## config.mk

```make
export PLATFORM = sky130hd
export DESIGN_NAME = payoff_accumulator
export DESIGN_NICKNAME = d
export VERILOG_FILES = /design/src/rtl/mc_pkg.sv /design/src/rtl/q88_mul_sat.sv /design/src/rtl/payoff_accumulator.sv
export SDC_FILE = /design/constraint.sdc
export NUM_CORES = 1
export LEC_CHECK = 0
export CORE_ASPECT_RATIO = 1.2
export CORE_UTILIZATION = 25
export CTS_BUF_LIST = sky130_fd_sc_hd__clkbuf_16
export CTS_CLUSTER_SIZE = 20
export DETAILED_ROUTE_END_ITERATION = 16
export HOLD_SLACK_MARGIN = 0.08
export PLACE_DENSITY = 0.4
export SETUP_SLACK_MARGIN = 0.02
export SLEW_MARGIN = 40
export SYNTH_ARGS = -nofsm -noshare
export SYNTH_HDL_FRONTEND = slang
export SYNTH_HIERARCHICAL = 1
export SYNTH_SLANG_ARGS = --single-unit
```

## constraint.sdc

```tcl
create_clock -name clk -period 16.65 [get_ports clk]
set_clock_uncertainty 0.05 [all_clocks]
set_input_delay 3.33 -clock clk [delete_from_list [all_inputs] [get_ports clk]]
set_output_delay 3.33 -clock clk [all_outputs]
set_load 0.01 [all_outputs]
```

## src/rtl/mc_pkg.sv

```systemverilog
// Shared definitions for the Monte Carlo reduction datapath: state encoding,
// Q8.8 format constants and the Q16.16 -> Q8.8 shift/saturate helper.
package mc_pkg;

  typedef enum logic [1:0] {
    PA_IDLE  = 2'd0,
    PA_ACCUM = 2'd1,
    PA_MEAN  = 2'd2,
    PA_SCALE = 2'd3
  } pa_state_t;

  localparam int          Q_FRAC = 8;
  localparam logic [15:0] Q_ONE  = 16'h0100;
  localparam logic [15:0] SAT16  = 16'hFFFF;

  // Drops the extra fraction bits of a Q16.16 value and clamps the result to Q8.8 range.
  function automatic logic [15:0] q88_shift_sat(input logic [31:0] p);
    logic [31:0] shifted;
    shifted = p >> Q_FRAC;
    if (shifted[31:16] != 16'h0000) return SAT16;
    else                            return shifted[15:0];
  endfunction

endpackage

```

## src/rtl/q88_mul_sat.sv

```systemverilog
// Unsigned Q8.8 x Q8.8 multiply, rescaled back to Q8.8 and saturated to 16 bits.
module q88_mul_sat
  import mc_pkg::*;
(
  input  logic [15:0] a,
  input  logic [15:0] b,
  output logic [15:0] y
);

  logic [31:0] p;

  assign p = {16'h0000, a} * {16'h0000, b};
  assign y = q88_shift_sat(p);

endmodule

```

## src/rtl/payoff_accumulator.sv

```systemverilog
// Sums 2^LOG2_N Q8.8 payoffs, takes the mean and discounts it into a price.
// Optional sample variance output when PAYOFF_VAR_EN is defined.
module payoff_accumulator
  import mc_pkg::*;
#(
  parameter int LOG2_N = 10
) (
  input  logic              clk,
  input  logic              nreset,
  input  logic              start,
  input  logic              abort,
  input  logic [15:0]       disc,
  input  logic              sample_valid,
  input  logic [15:0]       val,
  output logic              busy,
  output logic              done,
  output logic [15:0]       price,
  output logic [LOG2_N-1:0] count
`ifdef PAYOFF_VAR_EN
  ,
  output logic [15:0]       var_out
`endif
);

  localparam logic [LOG2_N-1:0] CNT_ONE  = 1;
  localparam logic [LOG2_N-1:0] CNT_LAST = '1;

  pa_state_t            state, state_nxt;
  logic [16+LOG2_N-1:0] acc;
  logic [15:0]          disc_r;
  logic [15:0]          mean_r;
  logic [15:0]          price_nxt;

  q88_mul_sat u_disc_mul (
    .a (mean_r),
    .b (disc_r),
    .y (price_nxt)
  );

  always_ff @(posedge clk or negedge nreset) begin
    if (!nreset) state <= PA_IDLE;
    else         state <= state_nxt;
  end

  // NOTE: default assigned first so every path through the case is covered and no latch is inferred.
  always_comb begin
    state_nxt = state;
    case (state)
      PA_IDLE:  if (start) state_nxt = PA_ACCUM;
      PA_ACCUM: begin
        if (abort)                                  state_nxt = PA_IDLE;
        else if (sample_valid && count == CNT_LAST) state_nxt = PA_MEAN;
      end
      PA_MEAN:  state_nxt = abort ? PA_IDLE : PA_SCALE;
      PA_SCALE: state_nxt = PA_IDLE;
      default:  state_nxt = PA_IDLE;
    endcase
  end

  assign busy = (state != PA_IDLE);

  // NOTE: non-blocking assignments for all registered state so every flop samples pre-edge values.
  always_ff @(posedge clk or negedge nreset) begin
    if (!nreset) begin
      acc    <= '0;
      count  <= '0;
      disc_r <= '0;
      mean_r <= '0;
      price  <= '0;
      done   <= 1'b0;
    end else begin
      done <= 1'b0;
      case (state)
        PA_IDLE: if (start) begin
          acc    <= '0;
          count  <= '0;
          disc_r <= disc;
        end
        PA_ACCUM: if (!abort && sample_valid) begin
          acc   <= acc + {{LOG2_N{1'b0}}, val};
          count <= count + CNT_ONE;
        end
        PA_MEAN:  if (!abort) mean_r <= acc[LOG2_N +: 16];
        PA_SCALE: if (!abort) begin
          price <= price_nxt;
          done  <= 1'b1;
        end
        default: ;
      endcase
    end
  end

`ifdef PAYOFF_VAR_EN
  logic [32+LOG2_N-1:0] sq_acc;
  logic [31:0]          m2_r;
  logic [31:0]          mean_sq;
  logic [31:0]          var_q16;

  assign mean_sq = {16'h0000, mean_r} * {16'h0000, mean_r};
  // E[x^2] - E[x]^2 can dip below zero through truncation; clamp rather than wrap.
  assign var_q16 = (m2_r > mean_sq) ? (m2_r - mean_sq) : 32'h0000_0000;

  always_ff @(posedge clk or negedge nreset) begin
    if (!nreset) begin
      sq_acc  <= '0;
      m2_r    <= '0;
      var_out <= '0;
    end else begin
      case (state)
        PA_IDLE:  if (start) sq_acc <= '0;
        PA_ACCUM: if (!abort && sample_valid)
          sq_acc <= sq_acc + {{LOG2_N{1'b0}}, {16'h0000, val} * {16'h0000, val}};
        PA_MEAN:  if (!abort) m2_r <= sq_acc[LOG2_N +: 32];
        PA_SCALE: if (!abort) var_out <= q88_shift_sat(var_q16);
        default: ;
      endcase
    end
  end
`endif

endmodule

```

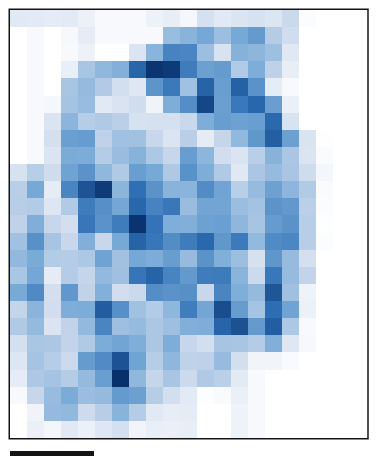
Run 1: routed metal per tile
Bar = 50 µm. The die is cut into 21 by 25 equal tiles; white is low, dark blue is high, scaled to the fullest tile. Values are wire area over tile area, all layers added.
emptiest ninth of the die: lower right
tiles over half the peak: 23%
nearly empty tiles: 21%
fullest tile: 0.36
mean over tiles: 0.11
densest ninth of the die: centre

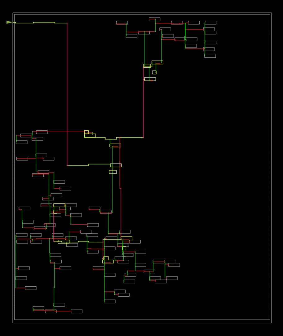
Run 1: the clock network
CTS sink cnt: 87
clk_lat worst skew: 0.37 ns
clk_buf instances: 9

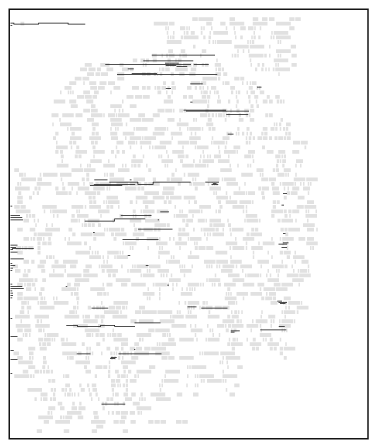
Run 1: met3 routing
wire length on this layer: 861 µm
share of all routed wire: 2.3%
nets with wire on the layer: 67
longest straight run: 59.3 µm
main direction: horizontal
met3 Track Usage GR: 0.0137
Vias: 10100
Post-Route WL: 38200 µm

==> impl_metrics.py, run 1 <==
# Generated from Yosys and OpenROAD reports
metrics = {
    "logic_synthesis": {
        "ys_cells": 1512,
        "synthTopCellsByArea": "fa_1 29%, dfrtp_1 16%, ha_1 11%",
        "netlist_area_um2": 13300,
        "synth-edff-count": 0,
        "ys_chip_area_um2": 13300,
        "fp_nets": 1861,
        "synth_top_flop_cell": "dfrtp_1",
        "ys_ff": 87,
        "synthArstFlopShare": 1.00,
        "yosys.area.top_type_share": 0.293,
    },
    "pwr": {
        "powerDensity_nw_per_um2": 139,
        "pg_seq_w": 0.000473,
        "pwr-share-clk": 0.104,
        "combinationalPower_w": 0.00138,
        "combPwrFrac": 0.667,
        "p_sw_w": 0.00112,
        "power_switching_share": 0.544,
    },
    "die": {
        "initCoreUtil": 0.253,
        "dieHeight_um": 254,
        "io_pins": 65,
        "die_w_um": 212,
    },
    "place": {
        "numPortBuffers": 64,
        "dp_hpwl_um": 29900,
    },
    "routing": {
        "drtPass1Iterations": 5,
        "drc_errors": 0,
        "final_antenna_net_count": 0,
    },
    "critical_path": {
        "crit_fanout": 17,
        "worstPathRequired_ns": 16.86,
        "crit_path_end_kind": "flop",
        "crit_type": "flop to flop",
    },
    "grt": {
        "grt_busiest_layer": "met2",
        "gr-usage-met2": 0.292,
        "grt_use_total": 0.152,
        "grt_pass1_vias": 11300,
        "antenna_found_initial": 1,
    },
    "cts": {
        "clock_path_buffers": 2,
        "root_buffer": "clkbuf_16",
        "clk_pin_slew_ns": 0.07,
        "postCtsSetupBuffers": 0,
        "cts_resized": 0,
    },
    "hold_path": {
        "min_to": "price[8]",
        "hold_path_class": "flop to flop",
        "hold_depth": 2,
    },
    "sta": {
        "setup_viol": 0,
        "relSlewSlack": 0.442,
        "worst_slew_pin_slew_ns": 0.837,
        "hold_viol_final": 0,
        "rsz0062_at_grt": "false",
    },
    "layout": {
        "final-comb-area_um2": 9840,
        "nets": 1884,
        "antenna-diode-count": 0,
        "flop_area_um2": 2180,
        "post-route-util": 0.283,
        "drive_above_1_share": 0.0448,
        "largest_register_ffs": 26,
    },
    "flow_run": {
        "maxCapViolations": 0,
        "tool_warnings": 26,
    },
    "outcome": {
        "status": "finished, final reports clean",
    },
}
run 1: critical path: cells and delay by family, from the launching register on:
| kind | cells | cell delay (ns) |
|---|---|---|
| simple gates | 5 | 0.77 |
| buf+inv | 6 | 0.52 |
| compound gates | 6 | 1.54 |
| flops | 1 | 0.82 |
| fa+ha+maj | 7 | 3.40 |
run 1: cell usage after synthesis (4+ instances only):
cell type and n:
nand2_1 283, inv_1 250, fa_1 194, and2_1 140
ha_1 118, dfrtp_1 87, clkbuf_1 50, a21oi_1 49
nor2_1 41, o21ai_0 40, nand3_1 29, xor2_1 22
nand4_1 20, xnor2_1 19, mux2_2 17, a21o_1 10
o211ai_1 10, nand2b_1 8, nor3_1 7, a211oi_1 6
a31oi_1 6, and3_1 5, or3_1 5, buf_2 4
o21a_1 4, o21bai_1 4
run 1: cells by family (layout without fill, tap and decap cells):
group	Yosys count	after routing	share of synthesized area
DFF	87	87	0.164
AOI/OAI and AO/OA	178	178	0.0895
xor gates and xnor gates	41	41	0.0271
buffers and inverters	314	342	0.0939
adders and majority gates	312	312	0.404
and+or+nand+nor	560	560	0.204
muxes	20	20	0.0167
run 1: how the worst max path moves through the flow:
stage	from	endpoint	slack, ns	cells after the start
6_report	mean_r[7]	price[10]	9.41	24
5_1_grt	mean_r[6]	price[11]	8.91	24
4_1_cts	mean_r[7]	price[8]	9.12	23
3_5_place_dp	mean_r[7]	price[8]	9.15	23
3_3_place_gp	mean_r[7]	price[1]	9.14	23
2_1_floorplan	mean_r[7]	price[4]	10.24	25
run 1: layout make-up:
cell class,instances,share of cell area
clock buffers,9,0.0152
multi-input cells,1111,0.662
repair buffers,75,0.0485
inverters,251,0.0634
flip-flops and latches,87,0.146
well taps,705,0.0593
clock inverters,7,0.00513
Run 1, a small window of the routed layout:
Region (86, 107) to (126, 147) µm. Cells in grey, sequential cells in the stronger grey; small squares are vias.
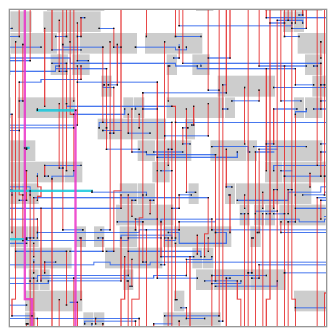

==> run 1 -> run 2 <==
PLACE_DENSITY = 0.41   (was 0.4)
clock period = 6 ns   (was 16.65 ns; I/O delays follow)
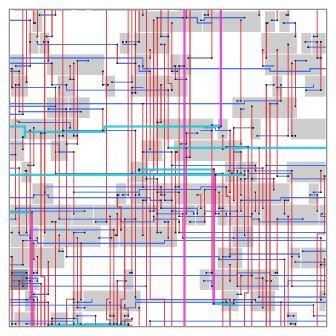
Run 2: a small window of the routed layout
Region (86, 107) to (126, 147) µm. Cells in grey, sequential cells in the stronger grey; small squares are vias.
legend:
  M3:
    colour: cyan
  M2:
    colour: red
  M4:
    colour: magenta
  M1:
    colour: blue
cells with their middle in the window: 84
sequential cells in the window: 0
most frequent: inv_1 (20), nand2_1 (17), fa_1 (17)

==> impl_metrics.py, run 2 <==
# Generated from Yosys and OpenROAD reports
metrics = {
    "sta": {
        "relSlewSlack": 0.511,
        "rsz0062_at_grt": "true",
        "setup_slack_ns": -0.369,
        "setup_viol": 16,
        "worst_slew_pin_slew_ns": 0.734,
    },
    "cts": {
        "clk_latency_ns": 0.38,
        "clk_pin_slew_ns": 0.09,
        "cts_sinks": 87,
        "postCtsSetupBuffers": 5,
        "cts_resized": 28,
    },
    "critical_path": {
        "crit_path_start": "disc_r[12]",
        "crit_fanout": 8,
        "worstPathRequired_ns": 6.21,
        "crit_path_end_kind": "flop",
        "crit_type": "flop to flop",
    },
    "layout": {
        "post-route-util": 0.321,
        "largest_register_ffs": 26,
        "flop_area_um2": 2200,
        "nonClockInverterCount": 251,
        "largest_cell_class": "combinational gates",
        "comb_share": 0.612,
        "final-comb-area_um2": 10300,
        "clock_buffers": 9,
        "flops": 87,
        "clk_share": 0.0169,
        "antenna-diode-count": 0,
        "drive_above_1_share": 0.210,
        "bufAreaShareNonClock": 0.133,
        "num-nonclk-buffers": 262,
        "seq_share": 0.130,
    },
    "logic_synthesis": {
        "ys_chip_area_um2": 13300,
        "synth.most_common_cell": "nand2_1",
        "simple_gate_share": 0.204,
        "synthMuxAreaShare": 0.0167,
        "fp_nets": 1861,
        "ys_sh_xor": 0.0271,
        "synth_top_flop_cell": "dfrtp_1",
        "top_logic_kind": "adder cells",
        "aoi_share": 0.0895,
        "synthTopCellsByArea": "fa_1 29%, dfrtp_1 16%, ha_1 11%",
    },
    "routing": {
        "drt_wl_total_um": 39100,
        "final_antenna_net_count": 0,
        "via_count": 10700,
        "drc_errors": 0,
    },
    "place": {
        "numPortBuffers": 64,
        "dp_hpwl_um": 31400,
    },
    "grt": {
        "antenna_found_initial": 0,
    },
    "die": {
        "dieHeight_um": 254,
        "die_w_um": 212,
    },
    "pwr": {
        "p_sw_w": 0.00353,
        "pg_seq_w": 0.00105,
        "power_switching_share": 0.488,
        "pwr-share-clk": 0.083,
        "combinationalPower_w": 0.00557,
    },
    "flow_run": {
        "tool_warnings": 29,
        "maxCapViolations": 0,
    },
    "outcome": {
        "status": "complete, but fails checks",
        "violations": "setup timing",
    },
}
run 2: netlist changes by cell type in the layout (fill, tap and decap cells not counted), moves of 10 or more:
cell,before,now
buf_4,12,181
dfrtp_1,87,69
dfrtp_2,0,18
ha_1,118,104
ha_4,0,11
inv_1,250,240
inv_2,0,10
o21ai_0,40,30
run 2: routing by layer:
metal  track usage  share of wire  vias to the layer above
met4        0.0399          0.019                        0
met3        0.0139          0.022                       28
met2         0.291           0.53                      109
met5             0              0                        -
met1         0.184           0.43                     5380
li1              -              -                     5190
run 2: kinds of logic (layout without fill, tap and decap cells):
group / after synthesis / after routing
AND-OR/OR-AND: 178 / 178
XOR/XNOR: 41 / 41
adder cells (fa/ha/maj): 312 / 312
buffers and inverters: 314 / 529
flip-flops: 87 / 87
multiplexers: 20 / 20
AND/OR/NAND/NOR: 560 / 560
run 2: worst paths after layout:
check / end / slack, ns / depth (start not counted)
max: price[1] / -0.37 / 25
min: price[9] / 0.43 / 2
max reg2reg: price[1] / -0.37 / 25
min reg2reg: price[9] / 0.43 / 2
max in group asynchronous: disc_r[9] / 3.95 / 2
min in group asynchronous: done / 0.78 / 1
run 2: through the flow:
| stage | hold WS, ns | cell area (µm²) | std cells | setup TNS (ns) | power (W) |
|---|---|---|---|---|---|
| finish | 0.429 | 16900 | 2432 | -5.43 | 0.00722 |
| global route | 0.457 | 16900 | 2432 | -9.24 | 0.00804 |
| CTS | 0.434 | 16200 | 2398 | -6.37 | 0.00677 |
| detailed placement | 0.415 | 15800 | 2377 | -10.92 | 0.00605 |
| global placement | 0.418 | 15800 | 2377 | -11.09 | 0.00606 |
| floorplan | 0.403 | 13400 | 1512 | -1.46 | 0.00396 |
Run 2, the clock network:
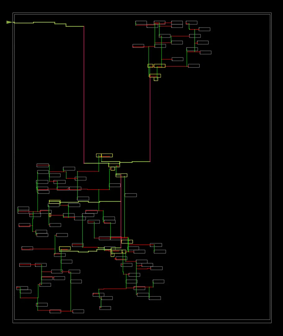

==> run 2 -> run 3 <==
PLACE_DENSITY = 0.4   (was 0.41)
clock period = 7.9 ns   (was 6 ns; I/O delays follow)
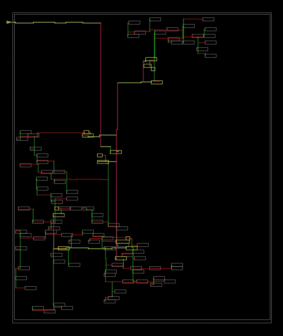
Run 3: the clock network
clk_lat worst skew: 0.38 ns
registers: 87
CTS Buf Count: 9
Clk power: 0.000492 W

==> impl_metrics.py, run 3 <==
# Generated from Yosys and OpenROAD reports
metrics = {
    "outcome": {
        "status": "finished, final reports clean",
    },
    "critical_path": {
        "crit_fanout": 17,
        "crit_type": "flop to flop",
        "cp_slowest_stage_delay_ns": 0.87,
        "worstPathRequired_ns": 8.11,
        "crit_path_end_kind": "flop",
    },
    "cts": {
        "cts_resized": 0,
        "cts_sinks": 87,
        "postCtsSetupBuffers": 0,
        "clk_pin_slew_ns": 0.07,
    },
    "die": {
        "dieHeight_um": 254,
        "io_pins": 65,
        "rows": 92,
        "die_w_um": 212,
    },
    "routing": {
        "final_antenna_net_count": 0,
        "via_count": 10200,
        "drc_errors": 0,
    },
    "logic_synthesis": {
        "aoi_share": 0.0895,
        "synthTopCellsByArea": "fa_1 29%, dfrtp_1 16%, ha_1 11%",
        "top_logic_kind": "adder cells",
        "simple_gate_share": 0.204,
        "synth.most_common_cell": "nand2_1",
        "synthMuxAreaShare": 0.0167,
        "ys_sh_xor": 0.0271,
        "fp_nets": 1861,
        "synth_top_flop_cell": "dfrtp_1",
        "fa_ha_area_frac": 0.404,
        "ys_types": 78,
    },
    "flow_run": {
        "maxCapViolations": 0,
        "tool_warnings": 26,
    },
    "pwr": {
        "power_switching_share": 0.542,
        "pwr-share-clk": 0.112,
        "total_power_w": 0.00441,
    },
    "sta": {
        "setup_slack_ns": 0.686,
        "worst_slew_pin_slew_ns": 0.801,
        "rsz0062_at_grt": "false",
        "relSlewSlack": 0.466,
        "setup_viol": 0,
        "setup-tns-final_ns": 0,
    },
    "grt": {
        "antenna_found_initial": 0,
    },
    "place": {
        "dp_hpwl_um": 30300,
        "place_inst": 2232,
        "numPortBuffers": 64,
    },
    "layout": {
        "largest-register": "acc",
        "drive_above_1_share": 0.0467,
        "largest_register_ffs": 26,
        "antenna-diode-count": 0,
        "post-route-util": 0.284,
    },
}
## run 3: cell counts after synthesis
No cell type changed its count.
## run 3: kinds of logic (layout without fill, tap and decap cells)
| group | count (synthesis) | in the layout |
|---|---|---|
| simple gates | 560 | 560 |
| buf+inv | 314 | 345 |
| fa+ha+maj | 312 | 312 |
| compound gates | 178 | 178 |
| flops | 87 | 87 |
| xor+xnor | 41 | 41 |
| mux | 20 | 20 |
## run 3: path summary, 6_finish.rpt
check                      startpoint       end  slack (ns)  cells past startpoint
setup / recovery            mean_r[6]  price[1]        0.69                     24
hold / removal               price[6]  price[6]        0.43                      2
setup reg to reg            mean_r[6]  price[1]        0.69                     24
hold reg to reg              price[6]  price[6]        0.43                      2
max in group asynchronous      nreset  state[1]        5.53                      2
min in group asynchronous      nreset  count[9]        1.17                      1
## run 3: cell type report
cell class | instances | area (µm²)
fillers | 5745 | 37600
multi-input cells | 1111 | 9840
flip-flops and latches | 87 | 2180
inverters | 251 | 942
well taps | 705 | 882
repair buffers | 78 | 743
clock buffers | 9 | 225
clock inverters | 7 | 95.1
## run 3: metal layers
| layer | global-route usage | share of wire | up-vias |
|---|---|---|---|
| li1 | - | - | 4828 |
| met4 | 0.0440 | 0.019 | 0 |
| met3 | 0.0122 | 0.017 | 34 |
| met1 | 0.180 | 0.42 | 5195 |
| met2 | 0.289 | 0.54 | 144 |
| met5 | 0 | 0 | - |
## run 3: metrics by stage
step / instance area, µm² / hold WS, ns
2_1_floorplan: 13300 / 0.403
3_3_place_gp: 14600 / 0.412
3_5_place_dp: 14600 / 0.412
4_1_cts: 14900 / 0.431
5_1_grt: 14900 / 0.453
6_report: 14900 / 0.425
Power and IR drop assume default switching activity.
